**Run 1: placed cells, one color a class**

Scale bar: 20 um.
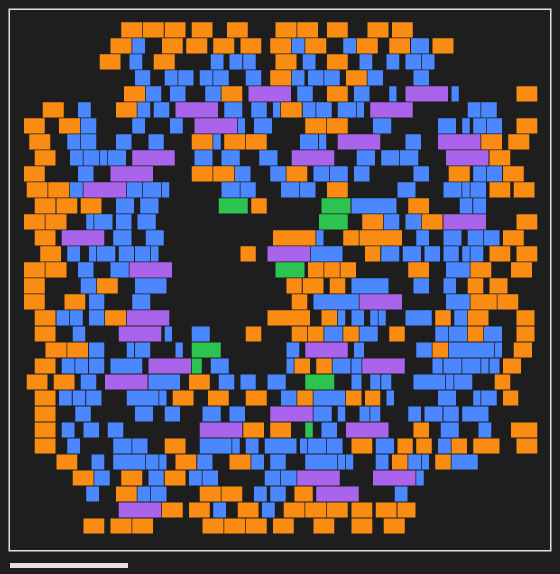
**Run 1: routed clock nets over the placement**

Scale bar: 20 um.
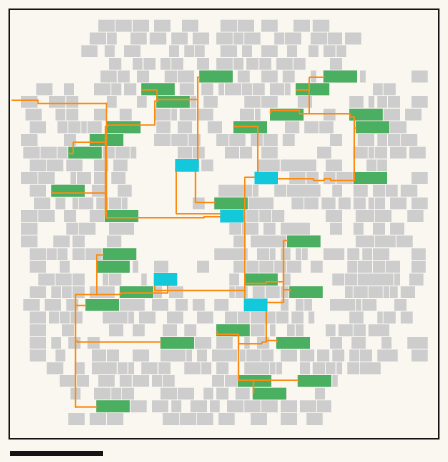
**Run 1: PDN straps and rails**

Scale bar: 20 um. Pins as bars on the die edge.
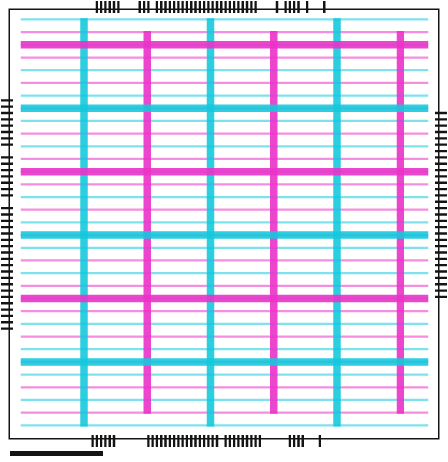
**Run 1: routing congestion map**

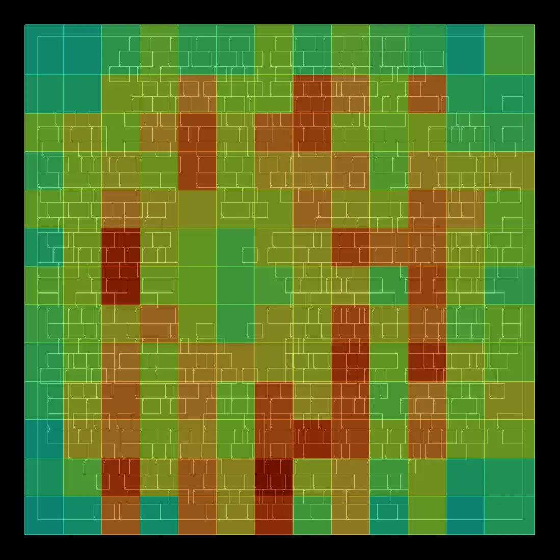
`src/rtl/pixel_stream_if.sv`:
```
// pixel_stream_if: valid/ready bundle for pixel_stream_mux.
// master = stream source/sink side, slave = the mux itself.
interface pixel_stream_if #(
  parameter int DATA_W = 24,
  parameter int NUM_CH = 4,
  parameter int SEL_W  = 2
);
  logic [NUM_CH-1:0]        s_valid;
  logic [NUM_CH*DATA_W-1:0] s_data;
  logic [NUM_CH-1:0]        s_last;
  logic [NUM_CH-1:0]        s_ready;
  logic                     mode;
  logic [SEL_W-1:0]         fix_sel;
  logic                     m_valid;
  logic [DATA_W-1:0]        m_data;
  logic                     m_last;
  logic [SEL_W-1:0]         m_ch;
  logic                     m_ready;

  modport master (
    output s_valid, s_data, s_last, mode, fix_sel, m_ready,
    input  s_ready, m_valid, m_data, m_last, m_ch
  );

  modport slave (
    input  s_valid, s_data, s_last, mode, fix_sel, m_ready,
    output s_ready, m_valid, m_data, m_last, m_ch
  );
endinterface

```
`src/rtl/pixel_stream_mux.sv`:
```
// pixel_stream_mux: NUM_CH:1 registered valid/ready stream mux,
// round-robin or fixed-channel arbitration, one output register.
// Ports: clk, rst (sync active-high), bus (pixel_stream_if.slave):
//   s_valid/s_data/s_last/s_ready per channel, mode, fix_sel,
//   m_valid/m_data/m_last/m_ch/m_ready output stream.
// Option: define PIXEL_STREAM_MUX_PKT_LOCK_EN to hold the grant on
//   one channel from its first beat until its s_last beat.
module pixel_stream_mux #(
  parameter int DATA_W = 24,
  parameter int NUM_CH = 4,
  parameter int SEL_W  = 2
) (
  input  logic         clk,
  input  logic         rst,
  pixel_stream_if.slave bus
);

  logic [SEL_W-1:0]  rr_ptr;
  logic [NUM_CH-1:0] grant;
  logic              load;
  logic              xfer;
  logic [SEL_W-1:0]  win;
  logic [DATA_W-1:0] wdata;
  logic              wlast;

`ifdef PIXEL_STREAM_MUX_PKT_LOCK_EN
  logic              locked;
  logic [SEL_W-1:0]  lock_ch;
`endif

  assign load = ~bus.m_valid | bus.m_ready;

  always_comb begin
    grant = '0;
    if (!bus.mode) begin
      // Walk from farthest to nearest so the nearest requester
      // after rr_ptr is the one left standing.
      for (int k = NUM_CH; k >= 1; k--) begin
        for (int i = 0; i < NUM_CH; i++) begin
          if (i == (int'(rr_ptr) + k) % NUM_CH && bus.s_valid[i]) begin
            grant    = '0;
            grant[i] = 1'b1;
          end
        end
      end
    end else begin
      // Out-of-range fix_sel matches no channel: no grant.
      for (int i = 0; i < NUM_CH; i++) begin
        if (bus.fix_sel == SEL_W'(i)) grant[i] = bus.s_valid[i];
      end
    end
`ifdef PIXEL_STREAM_MUX_PKT_LOCK_EN
    if (locked) begin
      grant = '0;
      for (int i = 0; i < NUM_CH; i++) begin
        if (lock_ch == SEL_W'(i)) grant[i] = bus.s_valid[i];
      end
    end
`endif
  end

  assign bus.s_ready = grant & {NUM_CH{load & ~rst}};
  assign xfer        = |bus.s_ready;

  always_comb begin
    win   = '0;
    wdata = '0;
    wlast = 1'b0;
    for (int i = 0; i < NUM_CH; i++) begin
      if (grant[i]) begin
        win   = SEL_W'(i);
        wdata = bus.s_data[i*DATA_W +: DATA_W];
        wlast = bus.s_last[i];
      end
    end
  end

  always_ff @(posedge clk) begin
    if (rst) begin
      bus.m_valid <= 1'b0;
      bus.m_data  <= '0;
      bus.m_last  <= 1'b0;
      bus.m_ch    <= '0;
      rr_ptr      <= SEL_W'(NUM_CH - 1);
    end else if (load) begin
      if (xfer) begin
        bus.m_valid <= 1'b1;
        bus.m_data  <= wdata;
        bus.m_last  <= wlast;
        bus.m_ch    <= win;
        rr_ptr      <= win;
      end else begin
        bus.m_valid <= 1'b0;
      end
    end
  end

`ifdef PIXEL_STREAM_MUX_PKT_LOCK_EN
  always_ff @(posedge clk) begin
    if (rst) begin
      locked  <= 1'b0;
      lock_ch <= '0;
    end else if (xfer) begin
      locked  <= ~wlast;
      lock_ch <= win;
    end
  end
`endif

endmodule

```
`src/flat_wrapper.sv`:
```
// flat-port wrapper written by rule: the top's interface ports become plain ports
module pixel_stream_mux_flat 
#(
  parameter int DATA_W = 24,
  parameter int NUM_CH = 4,
  parameter int SEL_W  = 2
)
  (clk, rst, bus_s_valid, bus_s_data, bus_s_last, bus_mode, bus_fix_sel, bus_m_ready, bus_s_ready, bus_m_valid, bus_m_data, bus_m_last, bus_m_ch);
  pixel_stream_if #(.DATA_W(DATA_W), .NUM_CH(NUM_CH), .SEL_W(SEL_W)) bus_i ();
  input  logic clk;
  input  logic rst;
  input wire logic [$bits(bus_i.s_valid)-1:0] bus_s_valid;
  input wire logic [$bits(bus_i.s_data)-1:0] bus_s_data;
  input wire logic [$bits(bus_i.s_last)-1:0] bus_s_last;
  input wire logic [$bits(bus_i.mode)-1:0] bus_mode;
  input wire logic [$bits(bus_i.fix_sel)-1:0] bus_fix_sel;
  input wire logic [$bits(bus_i.m_ready)-1:0] bus_m_ready;
  output wire logic [$bits(bus_i.s_ready)-1:0] bus_s_ready;
  output wire logic [$bits(bus_i.m_valid)-1:0] bus_m_valid;
  output wire logic [$bits(bus_i.m_data)-1:0] bus_m_data;
  output wire logic [$bits(bus_i.m_last)-1:0] bus_m_last;
  output wire logic [$bits(bus_i.m_ch)-1:0] bus_m_ch;
  assign bus_i.s_valid = bus_s_valid;
  assign bus_i.s_data = bus_s_data;
  assign bus_i.s_last = bus_s_last;
  assign bus_i.mode = bus_mode;
  assign bus_i.fix_sel = bus_fix_sel;
  assign bus_i.m_ready = bus_m_ready;
  assign bus_s_ready = bus_i.s_ready;
  assign bus_m_valid = bus_i.m_valid;
  assign bus_m_data = bus_i.m_data;
  assign bus_m_last = bus_i.m_last;
  assign bus_m_ch = bus_i.m_ch;
  pixel_stream_mux #(.DATA_W(DATA_W), .NUM_CH(NUM_CH), .SEL_W(SEL_W)) u_core (.clk(clk), .rst(rst), .bus(bus_i));
endmodule
```
`config.mk`:
```
export PLATFORM = sky130hd
export DESIGN_NAME = pixel_stream_mux_flat
export DESIGN_NICKNAME = d
export VERILOG_FILES = /design/src/rtl/pixel_stream_if.sv /design/src/rtl/pixel_stream_mux.sv /design/src/flat_wrapper.sv
export SDC_FILE = /design/constraint.sdc
export NUM_CORES = 1
export LEC_CHECK = 0
export CAP_MARGIN = 20
export CORE_MARGIN = 2
export CORE_UTILIZATION = 35
export CTS_CLUSTER_DIAMETER = 50
export DETAILED_ROUTE_END_ITERATION = 6
export GPL_ROUTABILITY_DRIVEN = 1
export PLACE_DENSITY = 0.73
export RECOVER_POWER = 25
export SYNTH_ARGS = -nofsm -noshare
export SYNTH_HDL_FRONTEND = slang
export SYNTH_SLANG_ARGS = --single-unit
export TNS_END_PERCENT = 1
```
`constraint.sdc`:
```
create_clock -name clk -period 2.23 [get_ports clk]
set_input_delay 0.446 -clock clk [delete_from_list [all_inputs] [get_ports clk]]
set_output_delay 0.446 -clock clk [all_outputs]
set_load 0.005 [all_outputs]
```
==> out/qor.yml, run 1 <==
n_all_buffers: 177
cts.sinks: 30
grt_max_degree: 29
end_kind: "output port"
final_layout_top_logic_cells: "clkdlybuf4s50_1, and3_1, buf_4"
p_sw_share_pct: 31.5
p_clk_uw: 464
io_buffers: 141
die_area_sq_um: 8430
drv_cap: 0
tns_ps: -109
clockPowerShare_pct: 23.7
grt_pass1_vias: 3251
die_w_um: 91.8
finClkSkew_ps: 5.27
reg2regPathDepth: 7
status: "finished, violations left"
slew_viol_final: 0
synthCells: 326
crit_arrival_ps: 1890
final_hold_viol_count: 0
min_to: "u_core.bus.m_data[13]"
rows: 32
ios: 142
start_kind: "input pin"
wl_um: 10200
combPwrFrac_pct: 43.9
cellLeakagePower_nw: 1.90
yosys_register_bits: 30
dpl.hpwl_um: 7330
die_h_um: 91.8
seqCellArea_sq_um: 601
pg_comb_uw: 861
dp_slack_ps: -446
hold_path.class: "register to register"
cts-buffers-inserted: 5
firstDrtPassIters: 4
dp_cells: 564
aoi_share_pct: 48.8
whs_path_depth: 2
ys_sh_xor_pct: 0
power.density_nw_per_um2: 441
finalSetupViolCount: 1
yosys-top-cells-area: "dfxtp_1, and3_1, a311oi_1"
yosysTopAreaCell: "dfxtp_1"
final_cell_area_sq_um: 4440
grt_pass1_wl_um: 16100
timing.critical_path.to: "bus_s_ready[2]"
clock_buffers: 7
path_max_fanout: 9
tightest_slew_ps: 410
wl_met3_um: 619
reg_top3: "u_core.bus.m_data x24, u_core.bus.m_ch x2, u_core.rr_ptr x2"
p_int_mw: 1.34
worst_r2r_endpoint: "u_core.bus.m_data[12]"
comb_cells: 228
syn_to_final_growth_pct: 64.7
rsz0062_at_grt: "yes"
nets: 580
postCtsSetupRepairBufs: 1
route.detailed.drc: 0
pg_seq_uw: 635
logic_area_sq_um: 1800
drtAntennaViolNets: 0
reg2reg_setup_slack_ps: 110
grt_overflow: 0
power_leader: "combinational cells"
setup_slack_ps: -109
violations: "setup timing"
ctsHoldBuffers: 0
place_congestion: 0.796
fin_hold_ws_ps: 457
drive_gt1_share_pct: 15.3
largest_register_ffs: 24
slew_headroom_pct: 72.7
cts_buffer_depth: 2
pwr-share-seq_pct: 32.4
avgSynthCellArea_sq_um: 8.27
nNonClkInverters: 28
synth_cell_types: 45
ys_sh_simple_pct: 16.9
required_ps: 1780
biggestCellCategory: "multi-input combinational cells"
grtUsageMet2_pct: 40.9
grt_antenna_before_repair: 0
nWellTaps: 102
coreArea_sq_um: 7610
post_cts_resized: 14
fmax_mhz: 428
vias_per_cell: 5.60
placed_area_sq_um: 4330
fillers: 704
sh_seq_area_pct: 13.5
top_layer_used: "met4"
seq_cells: 30
final-nonclk-buf-share_pct: 38.7
ir_drop_v: 0.000211
via_count: 3211
mux_share_pct: 0
ys_top_logic_family: "AND-OR/OR-AND gates"
yosys_area_sq_um: 2700
cts_tree: "yes"
top_register: "u_core.bus.m_data"
async_flop_share_pct: 0
n_antenna_cell: 0
power_mw: 1.96
synth_warnings: 0
timing.final.crit_share_pct: 105
ys_cells: 326
comb_area_share_pct: 40.5
critPathKind: "input pin to output port"
ys_seq_share_pct: 22.3
drt_iter0_drc: 129
synth-edff-count: 0
wl_met1_um: 4430
period_needed_ps: 2340
htree_levels: 2
r2r-start: "u_core.rr_ptr[1]"
clkTransAtPathRegs_ps: 70
worstSkewPairLatency_ps: 280
synth_nets: 436
warnings: 28
initCoreUtil_pct: 35.5
Notes on 'placed cells, one color a class' above:
color	class	cells
purple	flip-flops	30
blue	all other logic	256
green	clock drivers and dummy loads	8
orange	other buffers and delay cells	177

Notes on 'routed clock nets over the placement' above:
[green] flip-flops | count: 30
[cyan] cells driving clock nets | count: 5
[orange] clock wires | length: 497 um
routed clock nets	6

Notes on 'PDN straps and rails' above:
color	net
cyan	VSS
magenta	VDD
signal pins	142
met4 straps	6

Notes on 'routing congestion map' above:
post-layout util: 58.4%
WL per Instance: 17.9 um
GR Layer Usage met3: 4.93%

-- run 1: Yosys cell counts (2+ instances only) --
master	count
and2_1	2
a21oi_2	2
nor3b_1	2
buf_2	7
nor2b_1	2
a221oi_1	15
o21a_1	2
a21boi_0	25
and3_1	50
a221oi_2	10
nor2_1	8
dfxtp_1	30
nand2b_1	2
nand2_1	3
buf_6	4
clkbuf_1	23
a21oi_1	2
o21ai_0	6
buf_4	5
a311oi_1	25
o21bai_1	26
inv_1	28
o31ai_1	25
-- run 1: critical path, cell delays in order --
cell             delay [ps]
dlygate4sd2_1           400
and4b_2                 360
nor2_2                   50
nor2_1                  120
clkdlybuf4s50_1         520
==> run 2: changes to the inputs <==
--- a/config.mk
+++ b/config.mk
@@ -11,7 +11,7 @@
 export CTS_CLUSTER_DIAMETER = 50
 export DETAILED_ROUTE_END_ITERATION = 6
 export GPL_ROUTABILITY_DRIVEN = 1
-export PLACE_DENSITY = 0.73
+export PLACE_DENSITY = 0.75
 export RECOVER_POWER = 25
 export SYNTH_ARGS = -nofsm -noshare
 export SYNTH_HDL_FRONTEND = slang
==> constraint.sdc (replaced) <==
create_clock -name clk -period 1.95 [get_ports clk]
set_input_delay 0.39 -clock clk [delete_from_list [all_inputs] [get_ports clk]]
set_output_delay 0.39 -clock clk [all_outputs]
set_load 0.005 [all_outputs]
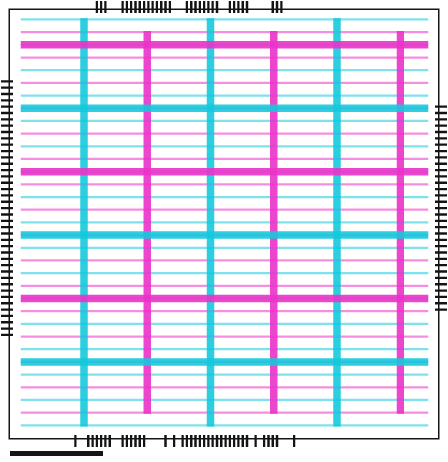
**Above:** run 2 (PDN straps and rails).
Scale bar: 20 um. Pins as bars on the die edge.
color	net
magenta	VDD
cyan	VSS
signal pins	142
met5 straps	6
met4 straps	6

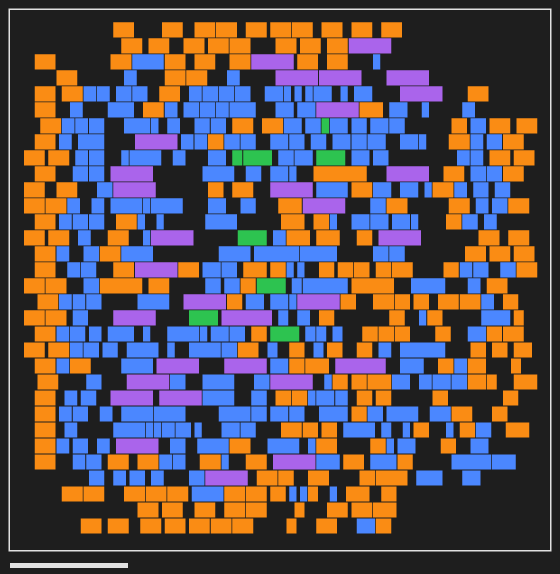
**Above:** run 2 (placed cells, one color a class).
Scale bar: 20 um.
color	class	cells
green	clock drivers and dummy loads	8
orange	other buffers and delay cells	213
blue	all other logic	256
purple	flip-flops	30

==> run 2 against run 1 <==
  * The run still ends with setup timing left
  * Synthesized cell count stayed put
  * Critical path depth is 1 higher
  * Critical path type is now register to register
  * Critical endpoint is now u_core.bus.m_data[4]
  * Utilization is 6.0 points higher
==> out/qor.yml, run 2 <==
wl_per_cell_um: 18.2  # +1.7%
synth_cell_types: 45  # unchanged
fin_hold_ws_ps: 467  # +9.64 ps
slew_headroom_pct: 72.1  # -0.59 points
die_area_sq_um: 8430  # unchanged
cts_buffer_depth: 2  # unchanged
grtUsageMet2_pct: 44.1  # +3.2 points
setup_slack_ps: -59.7  # +49.2 ps
critPathKind: "register to register"
synthCells: 326  # unchanged
yosys_register_bits: 30  # unchanged
slew_viol_final: 0  # unchanged
avgSynthCellArea_sq_um: 8.27  # unchanged
grt_overflow: 0  # unchanged
dp_cells: 582  # +3.2%
pg_comb_mw: 1.15  # +34%
sh_seq_area_pct: 12.4  # -1.1 points
synth_nets: 436  # unchanged
largest_register_ffs: 24  # unchanged
pg_seq_uw: 735  # +16%
grt_max_degree: 29  # unchanged
cts.sinks: 30  # unchanged
fin_util_pct: 64.4  # +6.0 points
finClkSkew_ps: 6.82  # +1.55 ps
power.density_nw_per_um2: 493  # +12%
final-nonclk-buf-share_pct: 41.1  # +2.4 points
power_mw: 2.42  # +23%
power_leader: "combinational cells"
end_kind: "register"
coreArea_sq_um: 7610  # unchanged
grt_pass1_wl_um: 16900  # +5.3%
start_kind: "register"
comb_area_share_pct: 39.9  # -0.64 points
crit_arrival_ps: 2160  # +270 ps
violations: "setup timing"
wl_met1_um: 4610  # +4.0%
final_cell_area_sq_um: 4900  # +10%
tns_ps: -771  # -662 ps
status: "finished, violations left"
ys_seq_share_pct: 22.3  # unchanged
place_congestion: 0.821  # +3.0%
drtAntennaViolNets: 0  # unchanged
n_antenna_cell: 0  # unchanged
p_int_mw: 1.64  # +22%
final_hold_viol_count: 0  # unchanged
hold_path.class: "register to register"
required_ps: 2100  # +320 ps
ios: 142  # unchanged
top_layer_used: "met4"
pwr-share-seq_pct: 30.4  # -2.0 points
final_layout_top_logic_cells: "clkdlybuf4s50_1, buf_4, and3_1"
drive_gt1_share_pct: 27.6  # +12 points
finalSetupViolCount: 24  # +23
yosys_area_sq_um: 2700  # unchanged
worstSkewPairLatency_ps: 280  # about the same
io_buffers: 141  # unchanged
wl_met3_um: 683  # +10%
firstDrtPassIters: 4  # unchanged
grt_pass1_vias: 3460  # +6.4%
timing.final.crit_share_pct: 103
nNonClkInverters: 28  # unchanged
path_max_fanout: 7  # -2
route.detailed.drc: 0  # unchanged
p_sw_share_pct: 32.2  # +0.71 points
synth_top_cell_by_count: "and3_1"
synth_warnings: 0  # unchanged
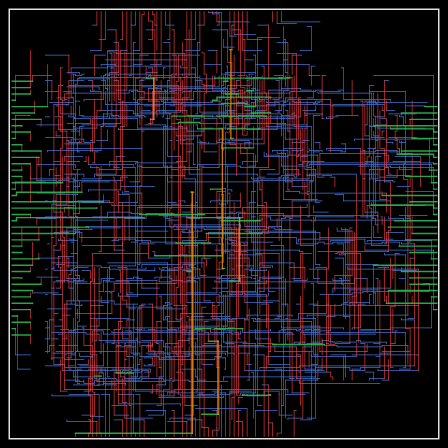
**Above:** run 2 (signal wires by layer).
color	layer	wire length
orange	met4	139 um
red	met2	5630 um
blue	met1	4610 um
green	met3	684 um

run 2: cell families after synthesis:
kind of cell,after synthesis,share of synthesized area (%)
compound gates,152,48.8
buf+inv,68,12.0
flops,30,22.3
simple gates,76,16.9
run 2: final timing paths:
path                              start                    end  slack (ps)  cells past startpoint
setup / recovery       u_core.rr_ptr[1]   u_core.bus.m_data[4]         -60                      6
hold / removal    u_core.bus.m_data[16]  u_core.bus.m_data[16]         470                      2
setup reg to reg       u_core.rr_ptr[1]   u_core.bus.m_data[4]         -60                      6
hold reg to reg   u_core.bus.m_data[16]  u_core.bus.m_data[16]         470                      2
run 2: worst max-delay path, cell delays in order, from the launching register on:
cell and delay (ps):
dfxtp_4 370, buf_4 150, o311a_4 400, a22o_4 260
o31ai_4 380, buf_6 220, a221oi_2 80
Power figures rest on the tool's default switching activity, not on a simulated workload.
